## config.mk

```make
export PLATFORM = sky130hd
export DESIGN_NAME = usb_tx_arbiter
export DESIGN_NICKNAME = d
export VERILOG_FILES = /design/src/rtl/usb_pkg.sv /design/src/rtl/rr_arbiter.sv /design/src/rtl/usb_tx_arbiter.sv
export SDC_FILE = /design/constraint.sdc
export NUM_CORES = 1
export LEC_CHECK = 0
export CAP_MARGIN = 20
export CORE_MARGIN = 4
export CORE_UTILIZATION = 41
export DETAILED_ROUTE_END_ITERATION = 7
export DONT_BUFFER_PORTS = 1
export GPL_TIMING_DRIVEN = 0
export PLACE_DENSITY = 0.63
export SYNTH_ARGS = -nofsm -noshare
export SYNTH_HDL_FRONTEND = slang
export SYNTH_SLANG_ARGS = --single-unit
```

## constraint.sdc

```tcl
create_clock -name clk_i -period 3.1 [get_ports clk_i]
set_input_delay 0.62 -clock clk_i [delete_from_list [all_inputs] [get_ports clk_i]]
set_output_delay 0.62 -clock clk_i [all_outputs]
set_load 0.01 [all_outputs]
```

## src/rtl/usb_pkg.sv

```systemverilog
// Shared packet definitions for the USB bridge TX scheduler and RX command parser.
package usb_pkg;

    typedef enum logic [1:0] {
        ST_IDLE,
        ST_HDR,
        ST_PAYLOAD,
        ST_CSUM
    } tx_state_e;

    localparam int          HDR_LEN       = 4;
    localparam logic [7:0]  SYNC_BYTE_DEF = 8'hA5;

    localparam logic [1:0]  HDR_OFF_SYNC   = 2'd0;
    localparam logic [1:0]  HDR_OFF_SRC    = 2'd1;
    localparam logic [1:0]  HDR_OFF_LEN_HI = 2'd2;
    localparam logic [1:0]  HDR_OFF_LEN_LO = 2'd3;

    function automatic logic [7:0] hdr_byte(
        input logic [7:0]  sync,
        input logic [7:0]  src,
        input logic [15:0] len,
        input logic [1:0]  off
    );
        logic [7:0] b;
        case (off)
            HDR_OFF_SYNC:   b = sync;
            HDR_OFF_SRC:    b = src;
            HDR_OFF_LEN_HI: b = len[15:8];
            default:        b = len[7:0];
        endcase
        return b;
    endfunction

endpackage

```

## src/rtl/rr_arbiter.sv

```systemverilog
// Combinational round-robin pick: first requester at or after ptr_i, wrapping.
module rr_arbiter #(
    parameter int NUM_SRC = 2,
    parameter int IDX_W   = (NUM_SRC > 1) ? $clog2(NUM_SRC) : 1
) (
    input  logic [NUM_SRC-1:0] req_i,
    input  logic [IDX_W-1:0]   ptr_i,
    output logic [NUM_SRC-1:0] grant_o,
    output logic [IDX_W-1:0]   idx_o,
    output logic               any_o
);

    logic [IDX_W-1:0] pos;

    always_comb begin
        grant_o = '0;
        idx_o   = '0;
        any_o   = 1'b0;
        pos     = '0;
        for (int k = 0; k < NUM_SRC; k++) begin
            pos = IDX_W'((32'(ptr_i) + 32'(k)) % NUM_SRC);
            if (!any_o && req_i[pos]) begin
                grant_o[pos] = 1'b1;
                idx_o        = pos;
                any_o        = 1'b1;
            end
        end
    end

endmodule

```

## src/rtl/usb_tx_arbiter.sv

```systemverilog
// Shares the FT232H TX write port between NUM_SRC producers, framing each
// granted payload with a 4-byte header and an XOR checksum trailer.
module usb_tx_arbiter
    import usb_pkg::*;
#(
    parameter int         NUM_SRC   = 2,
    parameter int         LEN_W     = 16,
    parameter logic [7:0] SYNC_BYTE = SYNC_BYTE_DEF
) (
    input  logic                           clk_i,
    input  logic                           rst_i,
    input  logic [NUM_SRC-1:0]             src_req_i,
    input  logic [NUM_SRC-1:0][LEN_W-1:0]  src_len_i,
    input  logic [NUM_SRC-1:0][7:0]        src_data_i,
    input  logic [NUM_SRC-1:0]             src_valid_i,
    output logic [NUM_SRC-1:0]             src_ready_o,
    output logic [NUM_SRC-1:0]             src_grant_o,
    output logic [NUM_SRC-1:0]             src_done_o,
    output logic                           txe_wrreq_o,
    output logic [7:0]                     txe_wrdata_o,
    input  logic                           txe_wrfull_i,
    output logic                           busy_o
);

    localparam int IDX_W = (NUM_SRC > 1) ? $clog2(NUM_SRC) : 1;

    tx_state_e          state_q, state_d;
    logic [IDX_W-1:0]   idx_q, idx_d;
    logic [IDX_W-1:0]   rr_ptr_q, rr_ptr_d;
    logic [LEN_W-1:0]   len_q, len_d;
    logic [LEN_W-1:0]   rem_q, rem_d;
    logic [1:0]         cnt_q, cnt_d;
    logic [7:0]         csum_q, csum_d;
    logic [NUM_SRC-1:0] grant_q, grant_d;
    logic [NUM_SRC-1:0] done_q, done_d;

    logic [NUM_SRC-1:0] arb_grant;
    logic [IDX_W-1:0]   arb_idx;
    logic               arb_any;

    logic               wr_valid;
    logic [7:0]         wr_data;
    logic [NUM_SRC-1:0] ready;
    logic               sel_valid;
    logic [7:0]         sel_data;

    rr_arbiter #(
        .NUM_SRC (NUM_SRC),
        .IDX_W   (IDX_W)
    ) u_rr_arbiter (
        .req_i   (src_req_i),
        .ptr_i   (rr_ptr_q),
        .grant_o (arb_grant),
        .idx_o   (arb_idx),
        .any_o   (arb_any)
    );

    assign sel_valid = src_valid_i[idx_q];
    assign sel_data  = src_data_i[idx_q];

    always_comb begin
        state_d  = state_q;
        idx_d    = idx_q;
        rr_ptr_d = rr_ptr_q;
        len_d    = len_q;
        rem_d    = rem_q;
        cnt_d    = cnt_q;
        csum_d   = csum_q;
        grant_d  = grant_q;
        done_d   = '0;
        wr_valid = 1'b0;
        wr_data  = 8'h00;
        ready    = '0;

        case (state_q)
            ST_IDLE: begin
                if (arb_any) begin
                    idx_d   = arb_idx;
                    len_d   = src_len_i[arb_idx];
                    rem_d   = src_len_i[arb_idx];
                    cnt_d   = '0;
                    csum_d  = 8'h00;
                    grant_d = arb_grant;
                    state_d = ST_HDR;
                end
            end
            ST_HDR: begin
                wr_valid = 1'b1;
                wr_data  = hdr_byte(SYNC_BYTE, 8'(idx_q), 16'(len_q), cnt_q);
                if (!txe_wrfull_i) begin
                    cnt_d = cnt_q + 2'd1;
                    if (cnt_q == 2'(HDR_LEN - 1)) begin
                        state_d = (len_q != '0) ? ST_PAYLOAD : ST_CSUM;
                    end
                end
            end
            ST_PAYLOAD: begin
                wr_valid = sel_valid;
                wr_data  = sel_data;
                if (sel_valid && !txe_wrfull_i) begin
                    ready[idx_q] = 1'b1;
                    csum_d       = csum_q ^ sel_data;
                    rem_d        = rem_q - LEN_W'(1);
                    if (rem_q == LEN_W'(1)) begin
                        state_d = ST_CSUM;
                    end
                end
            end
            default: begin
                wr_valid = 1'b1;
                wr_data  = csum_q;
                if (!txe_wrfull_i) begin
                    done_d[idx_q] = 1'b1;
                    grant_d       = '0;
                    rr_ptr_d      = (idx_q == IDX_W'(NUM_SRC - 1)) ? '0 : idx_q + IDX_W'(1);
                    state_d       = ST_IDLE;
                end
            end
        endcase
    end

    always_ff @(posedge clk_i) begin
        if (rst_i) begin
            state_q  <= ST_IDLE;
            idx_q    <= '0;
            rr_ptr_q <= '0;
            len_q    <= '0;
            rem_q    <= '0;
            cnt_q    <= '0;
            csum_q   <= 8'h00;
            grant_q  <= '0;
            done_q   <= '0;
        end else begin
            state_q  <= state_d;
            idx_q    <= idx_d;
            rr_ptr_q <= rr_ptr_d;
            len_q    <= len_d;
            rem_q    <= rem_d;
            cnt_q    <= cnt_d;
            csum_q   <= csum_d;
            grant_q  <= grant_d;
            done_q   <= done_d;
        end
    end

    // The write strobe must drop in the same cycle the FIFO reports full.
    assign txe_wrreq_o  = wr_valid & ~txe_wrfull_i;
    assign txe_wrdata_o = wr_data;
    assign src_ready_o  = ready;
    assign src_grant_o  = grant_q;
    assign src_done_o   = done_q;
    assign busy_o       = (state_q != ST_IDLE);

endmodule

```

run_1/pdn.png
Pins as bars on the die edge.
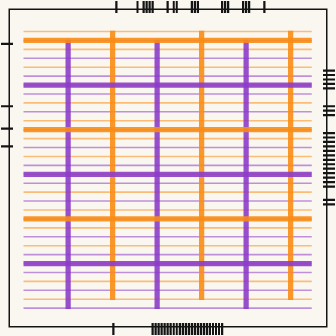
colour	net
orange	VDD
purple	VSS
met5 straps	6
met1 rails	32
Die X-Extent: 96.3 um
IR drop worst, VDD: 0.468 mV
core area: 0.00741 sq mm
Die H: 96.3 um

run_1/cell_classes.png
Bar = 20 um.
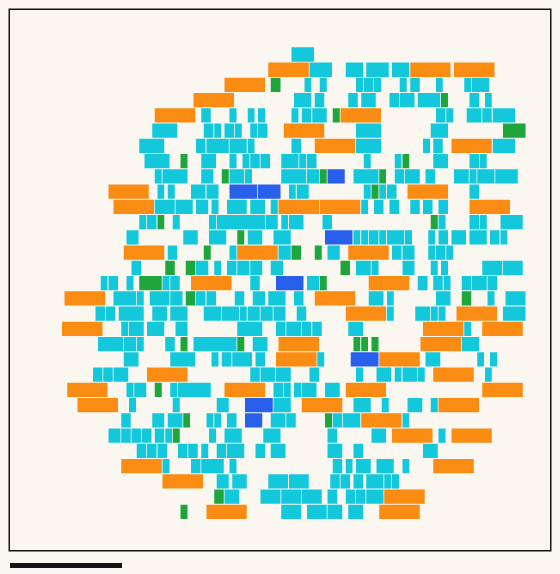
colour	class	cells
blue	clock drivers and dummy loads	8
cyan	all other logic	330
orange	flops	50
green	other buffers and delay cells	34
number of placement rows: 31
flop share of the area: 0.291
total non-filler cell area in the finished layout: 0.00344 sq mm
final design utilization: 0.465

run_1/clock_map.png
Bar = 20 um.
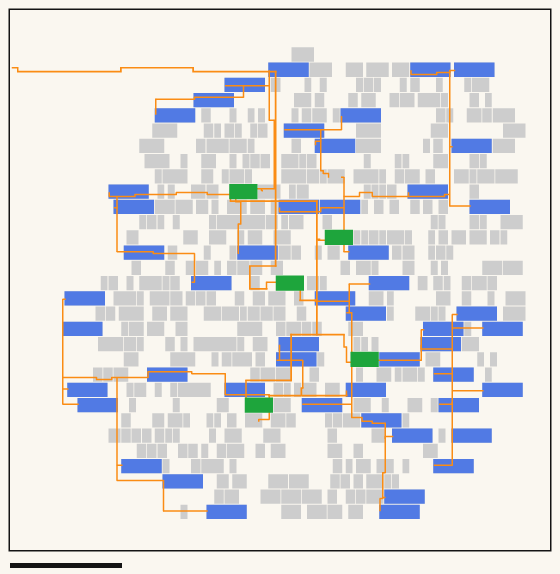
[blue] flip-flops | count: 50
[orange] clock wires | length: 701 um
[green] cells driving clock nets | count: 5
flops lie	widely spread
Clock Power: 0.425 mW
clock latency on the worst-skew pair: 310 ps

==> run summary, run 1 <==
Item: results of the latest flow run.

- The run finished with clean final reports.
- The largest net degree at the start of global routing is 19.
- The filler cells instantiated in the layout total 779.
- The summed negative setup slack over all endpoints is 0 ps.
- The area reported by Yosys stat is 0.00320 sq mm.
- On met2, the global router reports a usage of 0.378.
- Leaving out buffers and inverters, the combinational logic in the layout accounts for 0.00202 sq mm.
- Power comes to 3.50 mW.
- Leaving out fill and tap cells, the most frequent cells in the layout are nor2_1, dfxtp_1, o21ai_0, nand2_1, a21oi_1.
- In the final layout, flip-flops and latches occupy 0.00100 sq mm.
- The area of the die is 0.00928 sq mm.
- The remaining global-route overflow is 0.
- The final layout report lists a clock buffer count of 5.
- The distinct cell type count after synthesis is 53.
- In the finished design, the share of the clock period the worst path needs comes to 0.946.
- The share of final-layout standard cells stronger than drive strength 1 is 0.0995.
- The global placement routability congestion is 0.978.
- 71 I/O pins were placed.
- Looking at the setup timing report, the critical path kind is register to primary output.
- The slack of the critical path is 167 ps.
- The number of antenna violations at the first check in global routing is 0.
- The cell leakage power is 1.24 nW.
- The internal portion of the total power is 1.77 mW.
- The proportion of synthesized chip area in sequential cells is 0.313.
- After detailed routing, the total wire length is 10300 um.
- The minimum clock period after layout is 2930 ps.
- Per the layout report, the design carries 34 non-clock buffers.
- The largest registers in the layout are len_q: 16 flops, rem_q: 16 flops, csum_q: 8 flops.
- STA classifies the critical path endpoint as a primary output.
- The post-detailed-route DRC marker count is 0.
- Setup repair after global routing left no endpoint under its margin.
- The final count of hold timing violations is 0.
- The critical path data arrival time is 2310 ps.
- The violation tally from detailed-route iteration zero is 244.
- The switching power share of the total is 0.495.
- The busiest layer in global routing is met2.
- The layout inverter count without the clock tree is 13.
- The met3 usage in global routing is 0.0500.
- The clock network area share is 0.0284.
- STA classifies the critical path startpoint as a register.
- The fraction of cell area in non-clock buffers is 0.0443.
- The power report attributes to the sequential group a share of 0.323.
- The total number of warnings across the stage logs is 33.
- Per STA, the worst path is made up of inv_1 -> ha_1 -> clkbuf_1 -> clkbuf_2 -> clkbuf_2 -> a22oi_1 -> o21ai_0.
- In the detailed route, the total length drawn on met3 is 707 um.
- The number of cells on the critical path is 7.
==> run 2, diff against run 1 <==
Settings changed: SYNTH_HIERARCHICAL set to 1, TNS_END_PERCENT set to 50.
run_2/clock_map.png
Bar = 20 um.
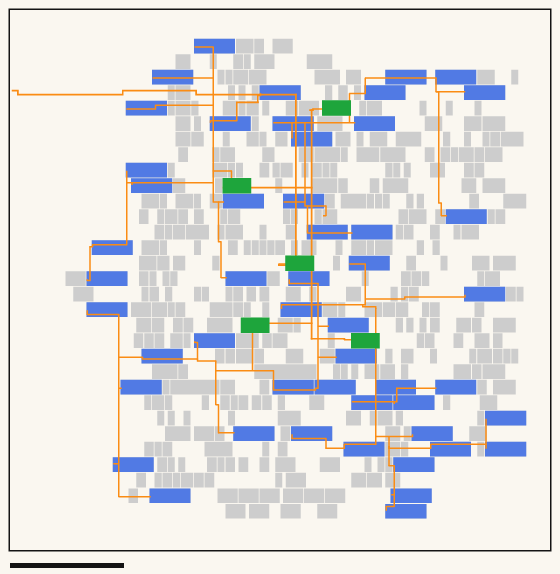
final worst clock skew: 13.1 ps
Clock Power: 0.484 mW
proportion of power drawn by the clock network: 0.148

run_2/pdn.png
Pins as bars on the die edge.
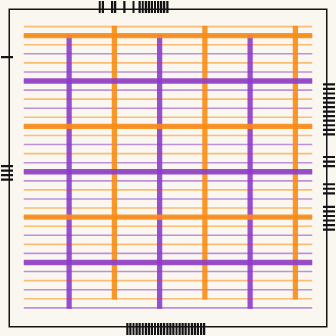
colour	net
purple	VSS
orange	VDD
met5 straps	6
met4 straps	6
met1 rails	32
IR drop worst, VDD: 0.303 mV
Die H: 94.7 um
core area: 0.00729 sq mm
Die X-Extent: 94.7 um

run_2/metal_stack.png
Two of the layers only.
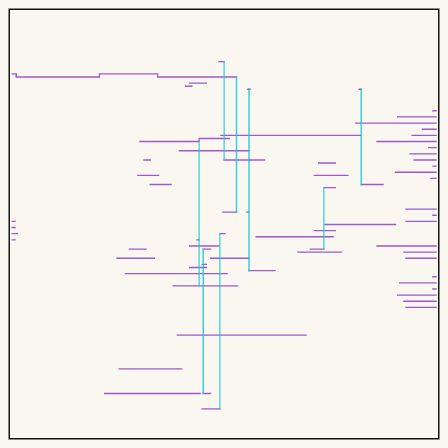
colour	layer	wire length
purple	met3	509 um
cyan	met4	229 um
wire length reported by the detailed router: 9300 um
via count: 2941

==> run summary, run 2 <==
Item: results of the latest flow run.

- There are 50 flip-flops and latches.
- Setup repair after global routing left no endpoint under its margin.
- Counting the clock-network buffers in the layout gives 5.
- The type of the tightest min-delay check is register to register.
- The busiest layer in global routing is met2.
- The violation tally from detailed-route iteration zero is 205.
- Summed over all failing endpoints, the final setup total negative slack is 0 ps.
- The met3 wire length is 509 um.
- The warning tally printed by Yosys for this design is 6.
- The library cell used most frequently in the layout, excluding fill and tap cells, is nor2_1.
- The distinct cell type count after synthesis is 53.
- Summing all multi-input logic gate instances after layout gives 0.00190 sq mm.
- The worst setup path category is register to primary output.
- The global-route total usage across every layer is 0.212.
- The sequential group share of total power is 0.325.
- The number of placed instances, taps included is 498.
- The routing usage on met2 is 0.369.
- Registers take 0.00100 sq mm.
- The launch point of the worst hold path is rem_q[15]$_SDFFE_PP0P_.
- The first-pass GRT wire length is 14800 um.
- The run finished with clean final reports.
- The fmax is 362 MHz.
- For this run, the register share of the synthesized area comes to 0.325.
- The share of final-layout standard cells stronger than drive strength 1 is 0.0835.
- Nets still carrying antenna violations after routing amount to 0.
- The largest registers in the layout are len_q: 16 flops, rem_q: 16 flops, csum_q: 8 flops.
- The global placement routability congestion is 0.895.
- The mux contribution to synthesized area is 0.0913.
- The top cell types in the final layout, fill and taps aside, are nor2_1, dfxtp_1, nand2_1, o21ai_0.
- Of the total standard cell area in the layout, the sequential portion is 0.301.
- The switching portion of total power comes to 0.474.
- The area of the die is 0.00897 sq mm.
- The post-route total power is 3.27 mW.
- The remaining global-route overflow is 0.
- Per the layout report, the design carries 776 filler cells.
- TritonCTS built the clock tree.
- The internal portion of the total power is 1.72 mW.
- The number of ordinary and repair buffers in the finished layout is 30.
- The script parses the final routing iteration and logs DRC violations as 0.
- The antenna diode count is 0.
- The slack of the critical path is 340 ps.
- At the end of the flow the core is filled with cells to 0.456.
- After synthesis, the share of flip-flops with an asynchronous set or reset is 0.
- The worst-skew pair later-pin latency is 310 ps.
- The number of CTS-inserted buffers is 5.
- Counting buffers and inverters, the worst setup path is 7 cells deep.
- The total clock sinks is 50.
- The nature of the critical path startpoint is a register.
- The fraction of final cell area spent on non-clock buffers in this run is 0.0358.
- Across all hold checks on the routed design, the worst slack comes to 487 ps.
- The endpoint kind of the worst setup timing path is a primary output.
- The area reported by Yosys stat is 0.00308 sq mm.
- The summed area of non-filler cells in the final layout is 0.00332 sq mm.
- The data arrival time reported for the critical path is 2140 ps.
- The minimum clock period after layout is 2760 ps.
- The worst slew margin relative to its limit is 0.506.
- The number of antenna violations at the first check in global routing is 0.
- For hold timing, the worst endpoint is rem_q[15]$_SDFFE_PP0P_.
- Routing resource usage on met3 recorded by global route was 0.0359.
- The cell-mix breakdown from Yosys lists the compound-gate area share as 0.243.
- The total number of warnings across the stage logs is 33.
- In this run, synthesis inferred 0 flip-flops with an integrated enable.
- The cell count of the worst reg-to-reg path is 9.
- The largest net degree at the start of global routing is 17.
- Per the OpenROAD power report, leakage power amounts to 1.19 nW.
- The setup check on the worst reg-to-reg path leaves a slack of 770 ps.
- The routed wirelength on the met1 layer is recorded as 3950 um.
- The buffers inserted during post-CTS setup optimization is 0.
- The clock network area share is 0.0343.
- The layout has 16 inverters outside the clock class.
- The number of iterations in the first detailed-routing pass is 4.
- In the hold timing report, the worst path depth is 2.
- The dominant kind of combinational cell is AND-OR/OR-AND gates.
- The critical path capture point is txe_wrdata_o[1].
- The report lists the cells along the critical path as ha_1 -> clkbuf_1 -> clkbuf_1 -> nand2_1 -> o21ai_0 -> a22oi_1 -> o21ai_0.
- For this configuration, the core starts out at a cell density of 0.423.
- The largest cell class by area is combinational gates.
- The I/O pin count is 71.
- The row count is 31.
- The final count of hold timing violations is 0.
- The start point of the critical path is cnt_q[1]$_SDFFE_PP0P_.
- The net count after synthesis is 464.
- In this run the critical register-to-register path is launched from state_q[0]$_SDFFE_PP0P_.
- The post-route clock period utilization is 0.890.
- For this design, Yosys synthesis ends with a cell count of 399.
==> run 3, diff against run 2 <==
Settings changed: CORE_MARGIN 4 to not set, DONT_BUFFER_PORTS 1 to not set, PLACE_DENSITY 0.63 to 0.75.
run_3/cell_classes.png
Bar = 20 um.
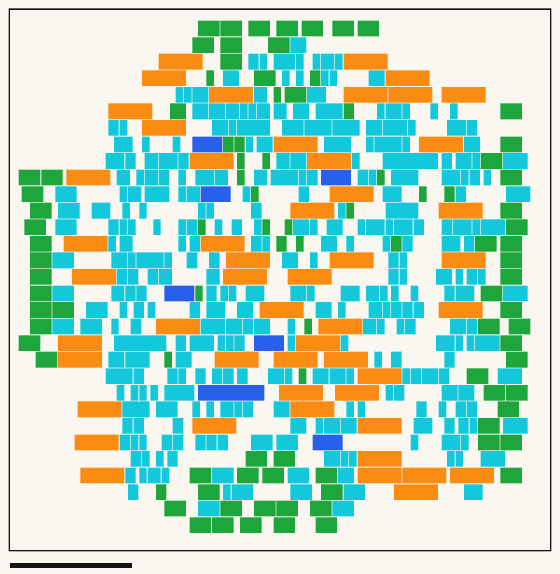
colour	class	cells
orange	flops	50
green	other buffers and delay cells	95
cyan	all other logic	319
blue	clock drivers and dummy loads	7
final design utilization: 0.555
flop share of the area: 0.249

run_3/pdn.png
Pins as bars on the die edge.
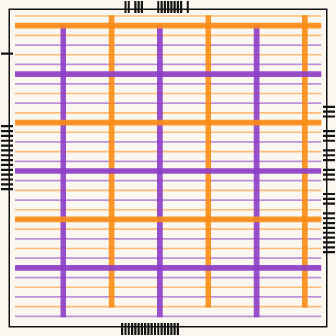
core area: 0.00725 sq mm
Die H: 88.7 um
Die X-Extent: 88.7 um

run_3/metal_stack.png
Two of the layers only.
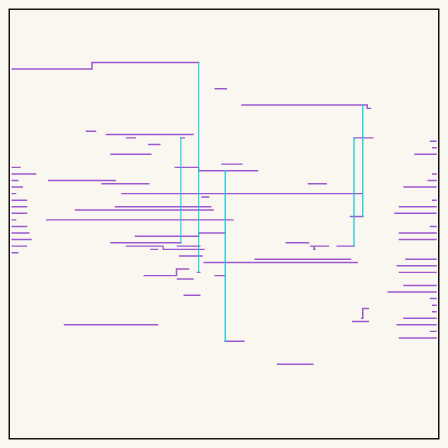
via count: 3184
Tot GR Track Use: 0.243

==> run summary, run 3 <==
Item: results of the latest flow run.

- At the worst endpoint, the arrival time is 2300 ps.
- The summed area of non-filler cells in the final layout is 0.00403 sq mm.
- The post-route met1 wirelength is 3800 um.
- The clock network area share is 0.0280.
- The floorplan report gives the top-level pin count as 71.
- The biggest area consumer among cell classes is combinational gates.
- On the final layout, the worst clock skew is 4.75 ps.
- The summed negative setup slack over all endpoints is 0 ps.
- Looking at hold timing, the worst path starts from rem_q[7]$_SDFFE_PP0P_.
- The flow ran to the end, and the final reports show no timing, DRC or antenna violations.
- The met3 wire length is 625 um.
- The critical path goes through inv_1 -> ha_1 -> buf_2 -> clkbuf_2 -> a22oi_1 -> o21ai_0 -> clkdlybuf4s50_1.
- The internal power of the cells totals 1.91 mW.
- The relative contribution of the clock network to total power is 0.138.
- The clock tree from TritonCTS is built.
- In this run the worst hold path is classified as register to register.
- The number of cells on the critical path is 7.
- The layout inverter count without the clock tree is 16.
- The busiest layer in global routing is met2.
- The maximum vdd ir drop is 0.472 mV.
- The remaining global-route overflow is 0.
- In the finished design, the share of the clock period the worst path needs comes to 0.943.
- The iteration count recorded for the first detailed-route pass is 5.
- According to the timing report, the critical path is launched from state_q[0]$_SDFFE_PP0P_.
- Looking at the reg2reg group, the worst path starts from state_q[0]$_SDFFE_PP0P_.
- The number of ordinary and repair buffers in the finished layout is 95.
- According to the timing report, the critical path is captured at txe_wrdata_o[3].
- The mux contribution to synthesized area is 0.0913.
- The design has 50 sequential cells.
- 0 antenna diodes ended up in the layout.
- The proportion of synthesized chip area in sequential cells is 0.325.
- The violation tally from detailed-route iteration zero is 244.
- Leaving out buffers and inverters, the combinational logic in the layout accounts for 0.00193 sq mm.
- The synth_stat.txt file lists the number of cells as 399.
- The initial core utilization is 0.425.
- The layout has 6 clock buffers.

==> layout pictures side by side <==
Clock routing.
picture 1
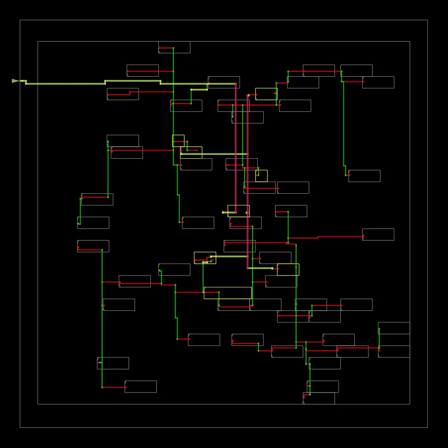
picture 2
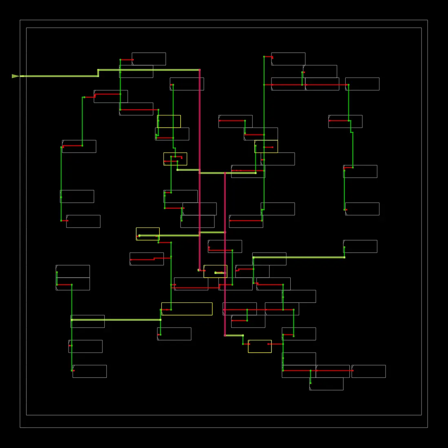
| from | picture |
|---|---|
| run 3 | picture 2 |
| run 2 | picture 1 |

No activity file was given, so power comes from the tool's default toggle rates.
